Fig. 1: run 1, PDN straps and rails
(10 px per µm) Pins as bars on the die edge. Tap cells in gray.
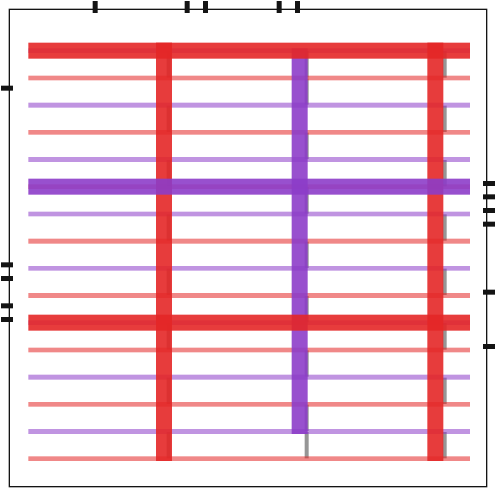
Fig. 2: run 1, cells colored by class
(10 px per µm) Fill, decap, tap and diode cells in gray.
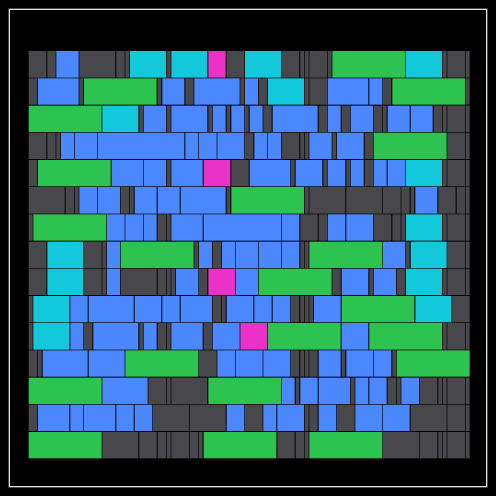
Fig. 3: run 1, routed clock nets over the placement
(8 px per µm)
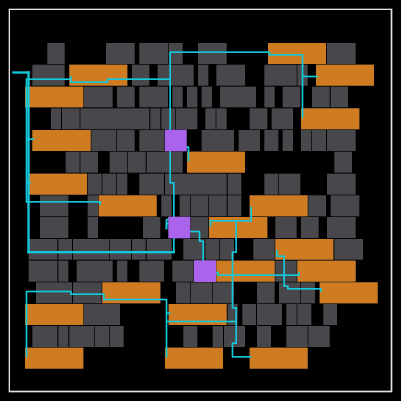
**src/rtl/sid_sequencer.sv**
```systemverilog
// Slot scheduler for the SID voice/filter pipeline. It starts a 21-clk frame on each
// falling edge of phi2 and generates the ~1 kHz tick and a sticky overrun flag.
module sid_sequencer #(
    parameter int SYNC_STAGES = 0,
    parameter int US_BITS     = 10
) (
    input  logic       clk,
    input  logic       res,
    input  logic       phi2,
    input  logic       clr_overrun,
    output logic [3:0] voice_cycle,
    output logic [3:0] filter_cycle,
    output logic       voice_idle,
    output logic       busy,
    output logic       tick_ms,
    output logic       overrun
);

    logic               phi2_s;
    logic               phi2_prev;
    logic               fall;
    logic [3:0]         vcount;
    logic [US_BITS-1:0] us_cnt;
    logic               v_adv;
    logic               f_adv;
    logic               us_inc;
    logic               us_wrap;

    generate
        if (SYNC_STAGES == 0) begin : g_nosync
            assign phi2_s = phi2;
        end else begin : g_sync
            logic [SYNC_STAGES-1:0] sync_q;

            always_ff @(posedge clk) begin
                if (res) begin
                    sync_q <= '0;
                end else begin
                    sync_q[0] <= phi2;
                    for (int i = 1; i < SYNC_STAGES; i++) begin
                        sync_q[i] <= sync_q[i-1];
                    end
                end
            end

            assign phi2_s = sync_q[SYNC_STAGES-1];
        end
    endgenerate

    // The voice count is frozen, not cleared, while the filter owns the shared slots,
    // so busy stays high across the pauses.
    always_comb begin
        fall         = phi2_prev & ~phi2_s;
        voice_idle   = filter_cycle inside {4'd4, 4'd5, 4'd9, 4'd10};
        voice_cycle  = voice_idle ? 4'd0 : vcount;
        busy         = (vcount != 4'd0) | (filter_cycle != 4'd0);
        v_adv        = (fall & ~busy) | ((vcount != 4'd0) & ~voice_idle);
        f_adv        = (voice_cycle == 4'd6) | (filter_cycle != 4'd0);
        us_inc       = (voice_cycle == 4'd1);
        us_wrap      = us_inc & (us_cnt == {US_BITS{1'b1}});
    end

    always_ff @(posedge clk) begin
        if (res) begin
            phi2_prev    <= 1'b0;
            vcount       <= 4'd0;
            filter_cycle <= 4'd0;
            us_cnt       <= '0;
            tick_ms      <= 1'b0;
            overrun      <= 1'b0;
        end else begin
            phi2_prev <= phi2_s;
            if (v_adv) begin
                vcount <= vcount + 4'd1;
            end
            if (f_adv) begin
                filter_cycle <= filter_cycle + 4'd1;
            end
            if (us_inc) begin
                us_cnt <= us_cnt + 1'b1;
            end
            tick_ms <= us_wrap;
            // A fresh overrun event beats a simultaneous clear.
            if (fall & busy) begin
                overrun <= 1'b1;
            end else if (clr_overrun) begin
                overrun <= 1'b0;
            end
        end
    end

endmodule

```
**config.mk**
```make
export PLATFORM = sky130hd
export DESIGN_NAME = sid_sequencer
export DESIGN_NICKNAME = d
export VERILOG_FILES = /design/src/rtl/sid_sequencer.sv
export SDC_FILE = /design/constraint.sdc
export NUM_CORES = 1
export LEC_CHECK = 0
export CAP_MARGIN = 30
export CORE_MARGIN = 1.5
export CORE_UTILIZATION = 57
export DETAILED_ROUTE_END_ITERATION = 6
export GPL_ROUTABILITY_DRIVEN = 0
export PLACE_DENSITY_LB_ADDON = 0.12
export SYNTH_ARGS = -nofsm -noshare
export SYNTH_HDL_FRONTEND = slang
export SYNTH_SLANG_ARGS = --single-unit
```
**constraint.sdc**
```tcl
create_clock -name clk -period 4.3 [get_ports clk]
set_clock_uncertainty 0.05 [all_clocks]
set_input_delay 0.86 -clock clk [delete_from_list [all_inputs] [get_ports clk]]
set_output_delay 0.86 -clock clk [all_outputs]
set_load 0.03 [all_outputs]
```
==> results.toml, run 1 <==
# generated from flow reports
[status]
status = "completed"

[clock_network]
cts_buffer_depth = 2
clk_pin_slew_ns = 0.12
hold_buffers = 0

[setup_path]
cp_cell_sequence = "inv_1, ha_1, o21ai_1, o22a_1, inv_2, nor2_1, clkdlybuf4s50_1"
endpoint_kind = "primary output"
cpMaxStageDelayCell = "clkdlybuf4s50_1"
arrival_ns = 2.40
worstSetupStartpoint = "filter_cycle[1]"
critical_path_depth = 7

[finish]
layout-drive-gt1-share_pct = 6.99
largest_class = "combinational gates"
clk_share_pct = 2.07
final_cells = 168
diodes = 0
seqCellArea_um2 = 420

[logic_synthesis]
synth-xor-area-share_pct = 2.32
top_cells_by_count = "21 x dfxtp_1, 11 x nor2_1, 9 x a21oi_1"
yosys.area_share.aoi_pct = 13.8
syn_avg_cell_area_um2 = 8.86

[final_timing]
hold_viol = 0
finalSetupTns_ns = 0
finalCriticalPeriod_ns = 3.31
fmax_mhz = 302

[global_routing]
grt_start_max_net_pins = 28

[detailed_routing]
wl_per_cell_um = 12.9
wl_met1_um = 1060

[floorplan]
chipArea_um2 = 2270

[min_path]
worst_hold_path.endpoint = "tick_ms"
hp-start = "us_cnt[9]"

[power_and_ir_drop]
maxPowerGroup = "sequential cells"
pwr_density_cell_nw_per_um2 = 392
Back to the opening pictures, Fig. 1:
legend:
  VSS:
    color: red
  VDD:
    color: purple
met5 straps: 3
tap cells: 25
signal pins: 16
worst vdd ir: 367 µV
Die Y: 47.6 µm
area of the core: 1800 µm²
Die Wd: 47.6 µm

Back to the opening pictures, Fig. 2:
legend:
  clock drivers and dummy loads:
    color: magenta
    cells: 4
  remaining buffers and delay cells:
    color: cyan
    cells: 15
  combinational and other logic:
    color: blue
    cells: 103
  sequential cells:
    color: green
    cells: 21
Seq area share: 31.7%
fin util: 73.7%
row count: 15

Back to the opening pictures, Fig. 3:
legend:
  flip-flops:
    color: orange
    count: 21
  clock wires:
    color: cyan
    length: 246 µm
  clock drivers:
    color: purple
    count: 3
routed clock nets: 4
Insertion Delay late pin: 0.30 ns
clock share of power: 18.0%
clock network power: 93.4 µW

==> run 2: changes to the inputs <==
--- a/config.mk
+++ b/config.mk
@@ -7,7 +7,7 @@
 export LEC_CHECK = 0
 export CAP_MARGIN = 30
 export CORE_MARGIN = 1.5
-export CORE_UTILIZATION = 57
+export CORE_UTILIZATION = 53
 export DETAILED_ROUTE_END_ITERATION = 6
 export GPL_ROUTABILITY_DRIVEN = 0
 export PLACE_DENSITY_LB_ADDON = 0.12
==> constraint.sdc (replaced) <==
create_clock -name clk -period 3.45 [get_ports clk]
set_clock_uncertainty 0.05 [all_clocks]
set_input_delay 0.69 -clock clk [delete_from_list [all_inputs] [get_ports clk]]
set_output_delay 0.69 -clock clk [all_outputs]
set_load 0.03 [all_outputs]
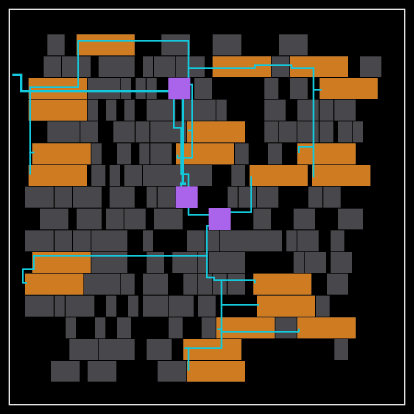
Fig. 4. Routed clock nets over the placement (run 2).
(8 px per µm)
legend:
  clock drivers:
    color: purple
    count: 3
  clock wires:
    color: cyan
    length: 226 µm
  flip-flops:
    color: orange
    count: 21
routed clock nets: 4
flops lie: spread over the die
clock share of power: 17.8%
clock network power: 115 µW

==> results.toml, run 2 <==
# generated from flow reports
[finish]
layout-drive-gt1-share_pct = 6.99
final_cells = 170
largest_class = "combinational gates"
post-route-util_pct = 67.1
seqCellArea_um2 = 420
clk_share_pct = 2.07
seq_share_pct = 31.6
diodes = 0

[min_path]
hp-start = "us_cnt[9]"
worst_hold_path.endpoint = "tick_ms"

[clock_network]
cts_buffer_depth = 2
clk_pin_slew_ns = 0.12
hold_buffers = 0

[final_timing]
hold_viol = 0
fmax_mhz = 317
finalSetupTns_ns = 0
finalCriticalPeriod_ns = 3.15

[global_routing]
grt_start_max_net_pins = 28
grtUsageMet1_pct = 21.6

[setup_path]
cpMaxStageDelayCell = "clkdlybuf4s50_1"
endpoint_kind = "primary output"
worstSetupStartpoint = "filter_cycle[0]"
critical_path_depth = 7
critPathBufInv = 3
cp_cell_sequence = "inv_1, ha_1, o21ai_1, o22a_1, inv_2, nor2_1, clkdlybuf4s50_1"
arrival_ns = 2.41

[detailed_routing]
dr.pass1.iters = 4
route.met3.wl_um = 31
highest_layer = "met4"
wl_per_cell_um = 12.8

[job]
warnings = 30

[power_and_ir_drop]
maxPowerGroup = "sequential cells"
irDropWorstVdd_uv = 399
pwr_density_cell_nw_per_um2 = 488
seqPwrFrac_pct = 44.9
p_comb_uw = 242

[logic_synthesis]
synth-xor-area-share_pct = 2.32
yosys.area_share.aoi_pct = 13.8
syn_avg_cell_area_um2 = 8.86
top_cells_by_count = "21 x dfxtp_1, 11 x nor2_1, 9 x a21oi_1"

[floorplan]
row_count = 16
chipArea_um2 = 2430
die_w_um = 49.2
die_y_um = 49.2

[status]
status = "completed"
Power is estimated from default activity; no workload was simulated.
